<file path="config.mk">
export PLATFORM = sky130hd
export DESIGN_NAME = pipe_sink_flat
export DESIGN_NICKNAME = d
export VERILOG_FILES = /design/src/rtl/pipe_pkg.sv /design/src/rtl/pipe_sink_if.sv /design/src/rtl/sink_fifo.sv /design/src/rtl/pipe_sink.sv /design/src/flat_wrapper.sv
export SDC_FILE = /design/constraint.sdc
export NUM_CORES = 1
export LEC_CHECK = 0
export CAP_MARGIN = 20
export CELL_PAD_IN_SITES_DETAIL_PLACEMENT = 1
export CELL_PAD_IN_SITES_GLOBAL_PLACEMENT = 2
export CORE_UTILIZATION = 38
export CTS_CLUSTER_DIAMETER = 200
export DETAILED_ROUTE_END_ITERATION = 8
export PLACE_DENSITY_LB_ADDON = 0.12
export SLEW_MARGIN = 10
export SYNTH_ARGS = -nofsm -noshare
export SYNTH_HDL_FRONTEND = slang
export SYNTH_HIERARCHICAL = 1
export SYNTH_SLANG_ARGS = --single-unit
</file>
<file path="constraint.sdc">
create_clock -name clk -period 4.82 [get_ports clk]
set_input_delay 0.964 -clock clk [delete_from_list [all_inputs] [get_ports clk]]
set_output_delay 0.964 -clock clk [all_outputs]
set_load 0.01 [all_outputs]
</file>
<file path="src/rtl/pipe_pkg.sv">
// Shared types for the pipeline result sink: FSM states, stamp width and
// the layout of one recorded match.
package pipe_pkg;

  localparam int STAMP_W = 8;
  localparam int DATA_W  = 8;

  typedef enum logic [1:0] {
    IDLE,
    RUN,
    DONE
  } state_t;

  typedef struct packed {
    logic [DATA_W-1:0]  data;
    logic [STAMP_W-1:0] stamp;
  } entry_t;

endpackage

</file>
<file path="src/rtl/pipe_sink_if.sv">
// Result stream in and match FIFO out, bundled as one bus. The sink is the
// slave; the pipeline/host side is the master.
interface pipe_sink_if #(
  parameter int WIDTH = 8
);

  logic                         in_valid;
  logic [WIDTH-1:0]             in_data;
  logic                         out_valid;
  logic                         out_ready;
  logic [WIDTH-1:0]             out_data;
  logic [pipe_pkg::STAMP_W-1:0] out_stamp;

  modport master (
    output in_valid, in_data, out_ready,
    input  out_valid, out_data, out_stamp
  );

  modport slave (
    input  in_valid, in_data, out_ready,
    output out_valid, out_data, out_stamp
  );

endinterface

</file>
<file path="src/rtl/sink_fifo.sv">
// Synchronous FIFO with valid/ready pop and wrap-bit pointers. A push while
// full only succeeds if the head is popped in the same cycle; otherwise it is
// reported on 'drop'. The head is read straight from storage, so a push into
// an empty FIFO shows up one cycle later (no bypass).
module sink_fifo #(
  parameter int W     = 16,
  parameter int DEPTH = 4
) (
  input  logic         clk,
  input  logic         rst_n,
  input  logic         flush,
  input  logic         push,
  input  logic [W-1:0] push_data,
  input  logic         pop_ready,
  output logic         pop_valid,
  output logic [W-1:0] pop_data,
  output logic         drop
);

  localparam int AW = $clog2(DEPTH);

  logic [AW:0]  wr_ptr;
  logic [AW:0]  rd_ptr;
  logic [W-1:0] mem [DEPTH];
  logic         empty;
  logic         full;
  logic         pop;
  logic         push_ok;

  assign empty     = (wr_ptr == rd_ptr);
  assign full      = (wr_ptr[AW] != rd_ptr[AW]) && (wr_ptr[AW-1:0] == rd_ptr[AW-1:0]);
  assign pop       = !empty && pop_ready;
  assign push_ok   = push && (!full || pop);
  assign drop      = push && full && !pop;
  assign pop_valid = !empty;
  assign pop_data  = mem[rd_ptr[AW-1:0]];

  // Pointer update; flush wins over any push or pop in the same cycle.
  always_ff @(posedge clk or negedge rst_n) begin
    if (!rst_n) begin
      wr_ptr <= '0;
      rd_ptr <= '0;
    end else if (flush) begin
      wr_ptr <= '0;
      rd_ptr <= '0;
    end else begin
      if (push_ok) wr_ptr <= wr_ptr + 1'b1;
      if (pop)     rd_ptr <= rd_ptr + 1'b1;
    end
  end

  // Storage write; cleared on reset so the head reads as zero out of reset.
  always_ff @(posedge clk or negedge rst_n) begin
    if (!rst_n) begin
      for (int i = 0; i < DEPTH; i++) mem[i] <= '0;
    end else if (push_ok && !flush) begin
      mem[wr_ptr[AW-1:0]] <= push_data;
    end
  end

endmodule

</file>
<file path="src/rtl/pipe_sink.sv">
// Cycle-exact monitor for the pipeline result stream. A start pulse opens a
// window of TIMEOUT cycles; every valid sample equal to the latched target is
// queued with its cycle index for the host to drain.
module pipe_sink
  import pipe_pkg::*;
#(
  parameter int WIDTH   = 8,
  parameter int DEPTH   = 4,
  parameter int TIMEOUT = 16
) (
  input  logic             clk,
  input  logic             rst_n,
  input  logic             start,
  input  logic [WIDTH-1:0] target,
  pipe_sink_if.slave       bus,
  output logic             busy,
  output logic             found,
  output logic             timeout,
  output logic             overflow
);

  localparam int                 EW   = WIDTH + STAMP_W;
  localparam logic [STAMP_W-1:0] LAST = STAMP_W'(TIMEOUT - 1);

  state_t             state_q;
  state_t             state_d;
  logic [STAMP_W-1:0] count_q;
  logic [WIDTH-1:0]   target_q;
  logic               open_run;
  logic               last;
  logic               match;
  logic               drop;
  logic [EW-1:0]      head;

  // Next-state logic plus the per-cycle strobes that the window logic uses.
  always_comb begin
    state_d  = state_q;
    open_run = 1'b0;
    last     = 1'b0;
    match    = 1'b0;
    case (state_q)
      IDLE, DONE: begin
        if (start) begin
          open_run = 1'b1;
          state_d  = RUN;
        end
      end
      RUN: begin
        match = bus.in_valid && (bus.in_data == target_q);
        last  = (count_q == LAST);
        if (last) state_d = DONE;
      end
      default: state_d = IDLE;
    endcase
  end

  // State register.
  always_ff @(posedge clk or negedge rst_n) begin
    if (!rst_n) state_q <= IDLE;
    else        state_q <= state_d;
  end

  // Window bookkeeping: target latch, cycle counter and the sticky flags.
  always_ff @(posedge clk or negedge rst_n) begin
    if (!rst_n) begin
      count_q  <= '0;
      target_q <= '0;
      found    <= 1'b0;
      timeout  <= 1'b0;
      overflow <= 1'b0;
    end else if (open_run) begin
      count_q  <= '0;
      target_q <= target;
      found    <= 1'b0;
      timeout  <= 1'b0;
      overflow <= 1'b0;
    end else if (state_q == RUN) begin
      count_q <= count_q + 1'b1;
      if (match) found    <= 1'b1;
      if (drop)  overflow <= 1'b1;
      if (last && !found && !match) timeout <= 1'b1;
    end
  end

  sink_fifo #(
    .W     (EW),
    .DEPTH (DEPTH)
  ) u_fifo (
    .clk       (clk),
    .rst_n     (rst_n),
    .flush     (open_run),
    .push      (match),
    .push_data ({bus.in_data, count_q}),
    .pop_ready (bus.out_ready),
    .pop_valid (bus.out_valid),
    .pop_data  (head),
    .drop      (drop)
  );

  assign bus.out_data  = head[EW-1:STAMP_W];
  assign bus.out_stamp = head[STAMP_W-1:0];
  assign busy          = (state_q == RUN);

endmodule

</file>
<file path="src/flat_wrapper.sv">
// flat-port wrapper written by rule: the top's interface ports become plain ports
module pipe_sink_flat import pipe_pkg::*;
#(
  parameter int WIDTH   = 8,
  parameter int DEPTH   = 4,
  parameter int TIMEOUT = 16
)
  (clk, rst_n, start, target, busy, found, timeout, overflow, bus_in_valid, bus_in_data, bus_out_ready, bus_out_valid, bus_out_data, bus_out_stamp);
  pipe_sink_if #(.WIDTH(WIDTH)) bus_i ();
  input  logic clk;
  input  logic rst_n;
  input  logic start;
  input  logic [WIDTH-1:0] target;
  output logic busy;
  output logic found;
  output logic timeout;
  output logic overflow;
  input wire logic [$bits(bus_i.in_valid)-1:0] bus_in_valid;
  input wire logic [$bits(bus_i.in_data)-1:0] bus_in_data;
  input wire logic [$bits(bus_i.out_ready)-1:0] bus_out_ready;
  output wire logic [$bits(bus_i.out_valid)-1:0] bus_out_valid;
  output wire logic [$bits(bus_i.out_data)-1:0] bus_out_data;
  output wire logic [$bits(bus_i.out_stamp)-1:0] bus_out_stamp;
  assign bus_i.in_valid = bus_in_valid;
  assign bus_i.in_data = bus_in_data;
  assign bus_i.out_ready = bus_out_ready;
  assign bus_out_valid = bus_i.out_valid;
  assign bus_out_data = bus_i.out_data;
  assign bus_out_stamp = bus_i.out_stamp;
  pipe_sink #(.WIDTH(WIDTH), .DEPTH(DEPTH), .TIMEOUT(TIMEOUT)) u_core (.clk(clk), .rst_n(rst_n), .start(start), .target(target), .bus(bus_i), .busy(busy), .found(found), .timeout(timeout), .overflow(overflow));
endmodule
</file>
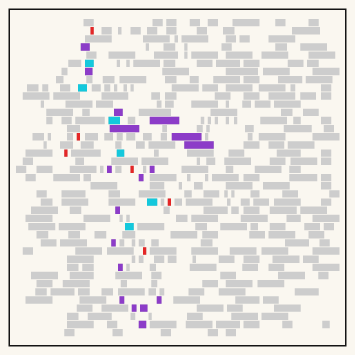
run_1/gates.png
Drawn at 3 px/um.
legend:
  inv cells:
    colour: red
    cells: 6
  aoi and oai cells:
    colour: purple
    cells: 18
  non-inverting ao/oa cells:
    colour: cyan
    cells: 6
count of placed standard cells in the final layout, fillers left out: 506
Commonest Layout Cell: sky130_fd_sc_hd__dfrtp_1
combinational share of cell area: 0.397

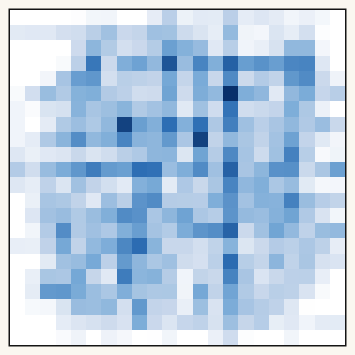
run_1/route_heat.png
Drawn at 3 px/um. The die is cut into 22 by 22 equal tiles; white is low, dark blue is high, scaled to the fullest tile. Values are wire area over tile area, all layers added.
mean over tiles: 0.12
nearly empty tiles: 11%
tiles over half the peak: 16%
densest ninth of the die: centre
global-route total usage across every layer: 0.181
Avg WL per Cell: 20.2 um
Routed Wire Length: 10200 um
total number of vias: 2678

==> impl_metrics.env, run 1 <==
# yosys + openroad results
export IMPL_most_used_cells_in_the_layout_excluding_fill_and_tap_cells="sky130_fd_sc_hd__dfrtp_1, sky130_fd_sc_hd__clkdlybuf4s50_1, sky130_fd_sc_hd__mux2_4, sky130_fd_sc_hd__nand2_1, sky130_fd_sc_hd__mux2_2"
export IMPL_number_of_global_route_vias_before_repair=2862
export IMPL_detailedRoute_firstPassIterationCount=6
export IMPL_commonest_flop="sky130_fd_sc_hd__dfrtp_1"
export IMPL_hold_slack_ns=0.500
export IMPL_path_type_of_the_worst_min_delay_path="reg2reg"
export IMPL_finish_utilization=0.470
export IMPL_async_reset_ff_frac=1.00
export IMPL_post_route_period_util=0.790
export IMPL_timing_max_transition_violations_final=0
export IMPL_setup_viol_count_final=0
export IMPL_grt_first_pass_wirelength_um=16800
export IMPL_ant_nets=0
export IMPL_warning_count=29
export IMPL_cp_cell_sequence="buf_4, xor2_4, or3_1, clkdlybuf4s50_1"
export IMPL_status="finished with violations"
export IMPL_kind_of_start_point_of_the_critical_path="flop"
export IMPL_gp_congestion=0.758
export IMPL_design_final_nets=385
export IMPL_synthesis_area_per_instance_sq_um=14.8
export IMPL_rsz0062_at_grt="false"
export IMPL_worst_endpoint_arrival_ns=2.84
export IMPL_cts_buffer_depth=2
export IMPL_finalHoldViolations=0
export IMPL_rr_startpoint="u_core/u_fifo/rd_ptr[0]"
export IMPL_maxCapViolCount=0
export IMPL_proportion_of_layout_cells_with_a_drive_suffix_above_1=0.325
export IMPL_min_to="u_core/u_fifo/mem[43]"
export IMPL_die_height_um=112
export IMPL_die_width_um=112
export IMPL_distinct_cells_synth=49
export IMPL_seq_area_sq_um=2280
export IMPL_slew_headroom=0.367
export IMPL_post_synth_inst_count=309
export IMPL_clock_insertion_delay_worst_skew_ns=0.35
export IMPL_slowest_stage_delay_cp_ns=0.91
export IMPL_total_drc_errors_in_the_routed_layout=6
export IMPL_critical_path_slowest_cell="sky130_fd_sc_hd__dfrtp_1"
export IMPL_syn_num_nets=336
export IMPL_worstRegToRegCells=5
export IMPL_detail_route_iter0_violations=140
export IMPL_tritoncts_buffer_count=9
export IMPL_fin_worst_skew_ns=0.00648
export IMPL_clkSinkCount=91
export IMPL_detail_route_vias_per_cell=5.29
export IMPL_cts_tree="done"
export IMPL_mi_logic_area_sq_um=2160
export IMPL_worstSetupEndpointType="output port"
export IMPL_worst_r2r_endpoint="u_core/u_fifo/mem[31]"
export IMPL_failed_checks="design-rule violations"
export IMPL_initCoreUtil=0.395
export IMPL_ir_drop_mv=0.398
export IMPL_antenna_cells_inserted=0
export IMPL_cts_hold_buffers=0
export IMPL_crit_fanout=13
export IMPL_post_cts_resized=0
export IMPL_placementRows=39
export IMPL_ys_flops=91
export IMPL_hold_start="u_core/u_fifo/mem[43]"
export IMPL_yosysWarningCount=6
export IMPL_rrSetupSlack_ns=1.59
export IMPL_place_detailed_hpwl_um=7020
export IMPL_cts_root_buf="sky130_fd_sc_hd__clkbuf_16"
export IMPL_power_density_nw_per_um2=465
export IMPL_global_route_overflow_total=0
export IMPL_critical_path_class="reg2out"
export IMPL_synth_stat_cells=309
export IMPL_htreeDepth=3
export IMPL_whs_path_depth=1
export IMPL_power_leakage_nw=2.62
export IMPL_layout_filler_cells=1165
export IMPL_tightest_slew_ns=0.946
export IMPL_fp_coreArea_sq_um=11600
export IMPL_ys_seq_share=0.499
export IMPL_post_cts_repair_timing_setup_buffer_count=0
export IMPL_synth_edff_count=0
export IMPL_chip_area_sq_um=12500
export IMPL_timing_setup_tns_ns=0
export IMPL_mappedNetlistArea_sq_um=4570
export IMPL_required_ns=3.86
export IMPL_antenna_found_initial=0
export IMPL_layout_stage_area_growth_over_the_synthesis_result_pct=19.1
export IMPL_worst_setup_hold_path_clk_slew_ns=0.06
export IMPL_finalWorstPathRequiredPeriod_ns=3.81
export IMPL_grt_max_degree=54
export IMPL_fmaxAchievable_ghz=0.263
export IMPL_synth_chip_area_sq_um=4570
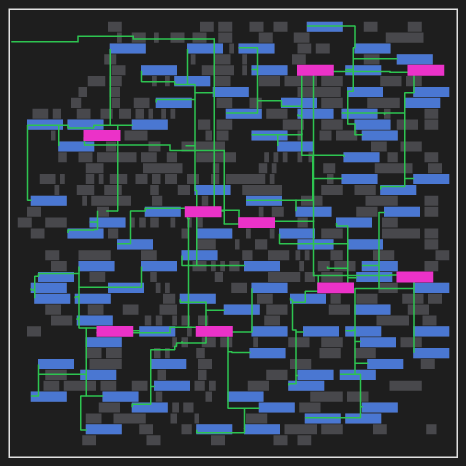
run_1/clock_wires.png
Drawn at 4 px/um.
legend:
  clock-net drivers:
    colour: magenta
    count: 9
  clock wires:
    colour: green
    length: 1320 um
  flip-flops:
    colour: blue
    count: 91
routed clock nets: 10
flops lie: all over the die
clk pwr: 778 uW
Clk pwr share: 0.308

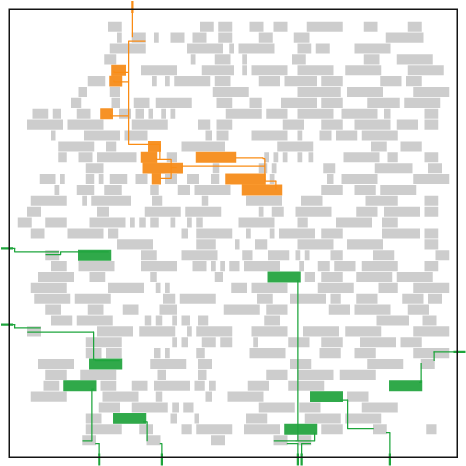
run_1/port_trees.png
Drawn at 4 px/um.
legend:
  bus_out_stamp:
    colour: green
    bits: 8
    direction: output
    edge: 5 bottom, 2 left, 1 right
    end_cells: 8
    buffers: 8
    wire: 193 um
  bus_out_ready:
    colour: orange
    bits: 1
    direction: input
    edge: top
    end_cells: 10
    buffers: 1
    wire: 113 um
input/output buffers: 41
Top Ports: 42

run 1: flip-flops by register name, summed over array words and instances (netlist names):
register and flops:
u_core/u_fifo/wr_ptr 3, u_core/target_q 8, u_core/count_q 8, u_core/found 1, u_core/timeout 1, u_core/u_fifo/mem 64, u_core/u_fifo/rd_ptr 3, u_core/overflow 1
u_core/state_q 2
run 1: cells in the mapped netlist, drive strengths merged (5+ instances only):
library cell | count | share of area
dfrtp | 91 | 0.50
ha | 6 | 0.016
xnor2 | 9 | 0.019
o41ai | 5 | 0.026
mux2 | 67 | 0.20
inv | 6 | 0.0049
nor2 | 9 | 0.0074
nand3 | 5 | 0.0055
buf | 10 | 0.022
mux4 | 16 | 0.081
nand2b | 5 | 0.0085
o21ai | 6 | 0.0066
nand2 | 29 | 0.024
run 1: worst max-delay path by stage:
stage                                        from               endpoint  slack [ns]  depth (start not counted)
after floorplan                    bus_in_data[5]  u_core/u_fifo/mem[32]        2.21                          7
after global placement             bus_in_data[0]  u_core/u_fifo/mem[29]        1.16                          8
after detailed placement           bus_in_data[1]  u_core/u_fifo/mem[26]        1.11                          8
after CTS                 u_core/u_fifo/rd_ptr[0]          bus_out_valid        1.02                          4
after global routing      u_core/u_fifo/rd_ptr[0]          bus_out_valid        0.88                          4
final                     u_core/u_fifo/rd_ptr[0]          bus_out_valid        1.01                          4
run 1: power by group:
| part | total (mW) | switching [mW] | leakage, nW | internal [mW] |
|---|---|---|---|---|
| Combinational | 0.678 | 0.356 | 1.22 | 0.322 |
| Clock | 0.778 | 0.308 | 0.163 | 0.470 |
| Sequential | 1.07 | 0.193 | 1.24 | 0.879 |
| Total | 2.53 | 0.857 | 2.62 | 1.67 |
run 1: routing by layer:
metal | global-route usage | vias to the layer above | wire (um)
met4 | 0.0568 | 0 | 121
li1 | - | 1226 | -
met1 | 0.256 | 1414 | 5070
met5 | 0 | - | 0
met2 | 0.274 | 31 | 4740
met3 | 0.0441 | 7 | 270
run 1: worst max-delay path: cells and delay by family, from the launching register on:
kind                   cells  cell delay [ns]
XOR/XNOR                   1             0.44
AND/OR/NAND/NOR            1             0.20
buffers and inverters      2             0.92
flip-flops                 1             0.91
run 1: through the flow:
step	power, mW	worst slack, ns	instance area [sq um]	std cells
after floorplan	1.52	2.21	4570	309
after global placement	1.76	1.16	5110	490
after detailed placement	1.78	1.11	5110	490
after CTS	2.57	1.02	5440	506
after global routing	2.68	0.879	5440	506
final	2.53	1.01	5440	506
run 1: layout make-up:
type | count | area share
clock buffers | 10 | 0.0439
clock inverters | 6 | 0.0161
inverters | 6 | 0.00414
multi-input cells | 200 | 0.397
flip-flops and latches | 91 | 0.419
well taps | 143 | 0.0329
repair buffers | 50 | 0.0874
run 1: cell families after synthesis:
group / count (synthesis) / synth area share
adders and majority gates: 6 / 0.0164
AOI/OAI and AO/OA: 24 / 0.0548
xor gates and xnor gates: 13 / 0.0348
muxes: 85 / 0.284
DFF: 91 / 0.499
and+or+nand+nor: 72 / 0.0830
buffers and inverters: 18 / 0.0285
run_1/congestion_map.png
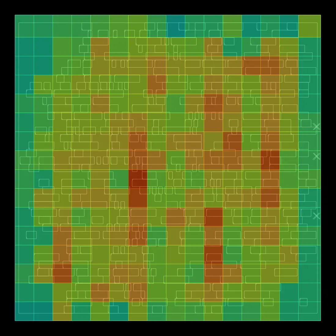

==> run 2: changes to the inputs <==
Clock period 4.82 ns to 3.8 ns, I/O delays scaled along.
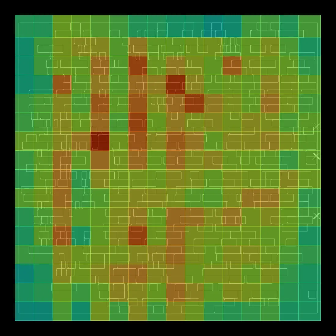
run_2/congestion_map.png
Layout Utilization: 0.468
Avg WL per Cell: 20.6 um
global-route total usage across every layer: 0.187

==> run 2 against run 1 <==
  * The flow still finishes with violations (design-rule violations)
  * Global-route usage is 0.60 points higher
  * Flip-flop count unchanged
  * Combinational power grew 35%
  * Clock skew decreased by 0.0016 ns
==> impl_metrics.env, run 2 <==
# yosys + openroad results
export IMPL_status="finished with violations"
export IMPL_failed_checks="design-rule violations"
export IMPL_worstRegToRegCells=4
export IMPL_layout_stage_area_growth_over_the_synthesis_result_pct=18.4
export IMPL_proportion_of_layout_cells_with_a_drive_suffix_above_1=0.324
export IMPL_post_cts_resized=0
export IMPL_commonest_flop="sky130_fd_sc_hd__dfrtp_1"
export IMPL_tightest_slew_ns=0.840
export IMPL_cts_root_buf="sky130_fd_sc_hd__clkbuf_16"
export IMPL_pre_cts_ws_ns=0.551
export IMPL_fmaxAchievable_ghz=0.327
export IMPL_ant_nets=0
export IMPL_gp_congestion=0.687
export IMPL_top_regs="u_core/u_fifo/mem x64, u_core/count_q x8, u_core/target_q x8"
export IMPL_cts_buffer_depth=2
export IMPL_detail_route_vias_per_cell=5.31
export IMPL_number_of_global_route_vias_before_repair=2988
export IMPL_synth_top_cells_by_count="sky130_fd_sc_hd__dfrtp_1, sky130_fd_sc_hd__mux2_4, sky130_fd_sc_hd__nand2_1"
export IMPL_design_final_nets=390
export IMPL_rrSetupSlack_ns=1.40
export IMPL_critical_path_slowest_cell="sky130_fd_sc_hd__dfrtp_1"
export IMPL_global_route_overflow_total=0
export IMPL_total_drc_errors_in_the_routed_layout=6
export IMPL_layout_filler_cells=1162
export IMPL_power_density_nw_per_um2=564
export IMPL_antenna_cells_inserted=0
export IMPL_worst_endpoint_arrival_ns=2.29
export IMPL_synth_stat_cells=309
export IMPL_worst_setup_hold_path_clk_slew_ns=0.06
export IMPL_post_route_period_util=0.804
export IMPL_grt_max_degree=45
export IMPL_crit_fanout=9
export IMPL_cts_hold_buffers=0
export IMPL_timing_max_transition_violations_final=0
export IMPL_synth_chip_area_sq_um=4570
export IMPL_ys_seq_share=0.499
export IMPL_buffer_ports_inserted=41
export IMPL_cts_tree="done"
export IMPL_top_register="u_core/u_fifo/mem"
export IMPL_yosys_area_top_type="sky130_fd_sc_hd__dfrtp_1"
export IMPL_seq_area_sq_um=2280
export IMPL_grt_first_pass_wirelength_um=17500
export IMPL_slew_headroom=0.438
export IMPL_path_type_of_the_worst_min_delay_path="in2async"
export IMPL_place_detailed_hpwl_um=7030
export IMPL_distinct_cells_synth=49
export IMPL_finalHoldViolations=0
export IMPL_tritoncts_buffer_count=9
export IMPL_worst_r2r_endpoint="u_core/u_fifo/mem[63]"
export IMPL_ys_flops=91
export IMPL_detailedRoute_firstPassIterationCount=6
export IMPL_rsz0062_at_grt="false"
export IMPL_yosys_top_cells_area="sky130_fd_sc_hd__dfrtp_1, sky130_fd_sc_hd__mux2_4, sky130_fd_sc_hd__mux2_2"
export IMPL_post_cts_repair_timing_setup_buffer_count=0
export IMPL_die_height_um=112
export IMPL_clkSinkCount=91
export IMPL_synth_top_area_share=0.499
export IMPL_flip_flop_count_of_the_largest_register_all_copies_and_words_added=64
export IMPL_clock_insertion_delay_worst_skew_ns=0.34
export IMPL_yosysWarningCount=6
export IMPL_wl_um=10500
export IMPL_slowest_stage_delay_cp_ns=0.57
export IMPL_rr_startpoint="u_core/u_fifo/rd_ptr[0]"
export IMPL_critical_path_class="reg2out"
export IMPL_finalWorstPathRequiredPeriod_ns=3.05
export IMPL_ir_drop_mv=0.244
export IMPL_mi_logic_area_sq_um=2160
export IMPL_fp_coreArea_sq_um=11600
export IMPL_async_reset_ff_frac=1.00
export IMPL_timing_setup_tns_ns=0
export IMPL_post_synth_inst_count=309
export IMPL_die_width_um=112
export IMPL_boundaryPins=42
export IMPL_kind_of_start_point_of_the_critical_path="flop"
export IMPL_worstPathBufferInverterCount=2
export IMPL_detail_route_iter0_violations=107
export IMPL_hold_slack_ns=0.415
export IMPL_worstSetupEndpointType="output port"
export IMPL_cp_cell_sequence="buf_4, mux4_2, clkdlybuf4s50_1"
export IMPL_synthesis_area_per_instance_sq_um=14.8
export IMPL_syn_num_nets=336
export IMPL_warning_count=29
export IMPL_initCoreUtil=0.395
export IMPL_most_used_cells_in_the_layout_excluding_fill_and_tap_cells="sky130_fd_sc_hd__dfrtp_1, sky130_fd_sc_hd__clkdlybuf4s50_1, sky130_fd_sc_hd__mux2_4, sky130_fd_sc_hd__nand2_1, sky130_fd_sc_hd__mux2_2"
export IMPL_dr_total_vias=2693
export IMPL_layout_top_cell="sky130_fd_sc_hd__dfrtp_1"
export IMPL_power_leakage_nw=2.61
export IMPL_synth_edff_count=0
export IMPL_mappedNetlistArea_sq_um=4570
export IMPL_chip_area_sq_um=12500
export IMPL_required_ns=3.04
export IMPL_top_cell="sky130_fd_sc_hd__dfrtp_1"
export IMPL_placementRows=39
export IMPL_path_delay_family="buffers and inverters"
export IMPL_htreeDepth=3
export IMPL_maxCapViolCount=0
export IMPL_fin_worst_skew_ns=0.00492
export IMPL_setup_viol_count_final=0
export IMPL_antenna_found_initial=0
export IMPL_finalWorstSetupSlack_ns=0.746
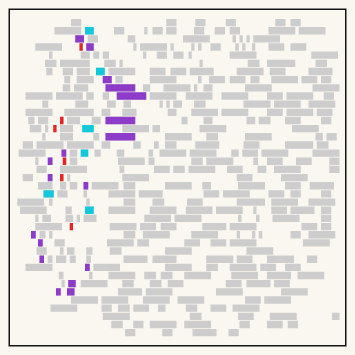
run_2/gates.png
Drawn at 3 px/um.
legend:
  inv cells:
    colour: red
    cells: 6
  non-inverting ao/oa cells:
    colour: cyan
    cells: 6
  aoi and oai cells:
    colour: purple
    cells: 18
combinational share of cell area: 0.399
count of placed standard cells in the final layout, fillers left out: 507

==> run 2: cell counts after synthesis <==
No cell type changed its count.
==> run 2: cells by family after synthesis <==
group / share of synthesized area
xor gates and xnor gates: 0.0348
muxes: 0.284
buffers and inverters: 0.0285
and+or+nand+nor: 0.0830
adders and majority gates: 0.0164
AOI/OAI and AO/OA: 0.0548
DFF: 0.499
==> run 2: stage by stage <==
stage | cells | total power, mW | utilization | cell area (sq um)
floorplan | 309 | 1.93 | - | 4570
global placement | 495 | 2.26 | 0.445 | 5150
detailed placement | 495 | 2.28 | 0.445 | 5150
CTS | 507 | 3.11 | 0.468 | 5410
global route | 507 | 3.25 | 0.468 | 5410
finish | 507 | 3.05 | 0.468 | 5410
==> run 2: area by class of cell <==
type	instances	share of cell area
flip-flops and latches	91	0.421
repair buffers	55	0.0949
well taps	143	0.0331
clock buffers	12	0.0474
multi-input cells	200	0.399
inverters	6	0.00416
==> run 2: metal layers <==
metal,vias up,track usage,routed length [um]
li1,1230,-,-
met3,9,0.0495,292
met4,0,0.0459,97
met2,35,0.283,4820
met5,-,0,0
met1,1419,0.267,5250
==> run 2: how the worst max path moves through the flow <==
| stage | start | cells after the start | end |
|---|---|---|---|
| floorplan | bus_in_data[5] | 7 | u_core/u_fifo/mem[32] |
| CTS | u_core/u_fifo/rd_ptr[0] | 3 | bus_out_data[7] |
| global route | u_core/u_fifo/rd_ptr[0] | 3 | bus_out_data[7] |
| detailed placement | bus_in_data[4] | 9 | u_core/u_fifo/mem[61] |
| global placement | bus_in_data[4] | 9 | u_core/u_fifo/mem[60] |
| finish | u_core/u_fifo/rd_ptr[0] | 3 | bus_out_data[7] |
==> run 2: power breakdown <==
part	switching [mW]	internal, mW	total (mW)
Sequential	0.214	1.12	1.33
Combinational	0.494	0.419	0.913
Clock	0.343	0.465	0.808
Power is estimated from default activity; no workload was simulated.
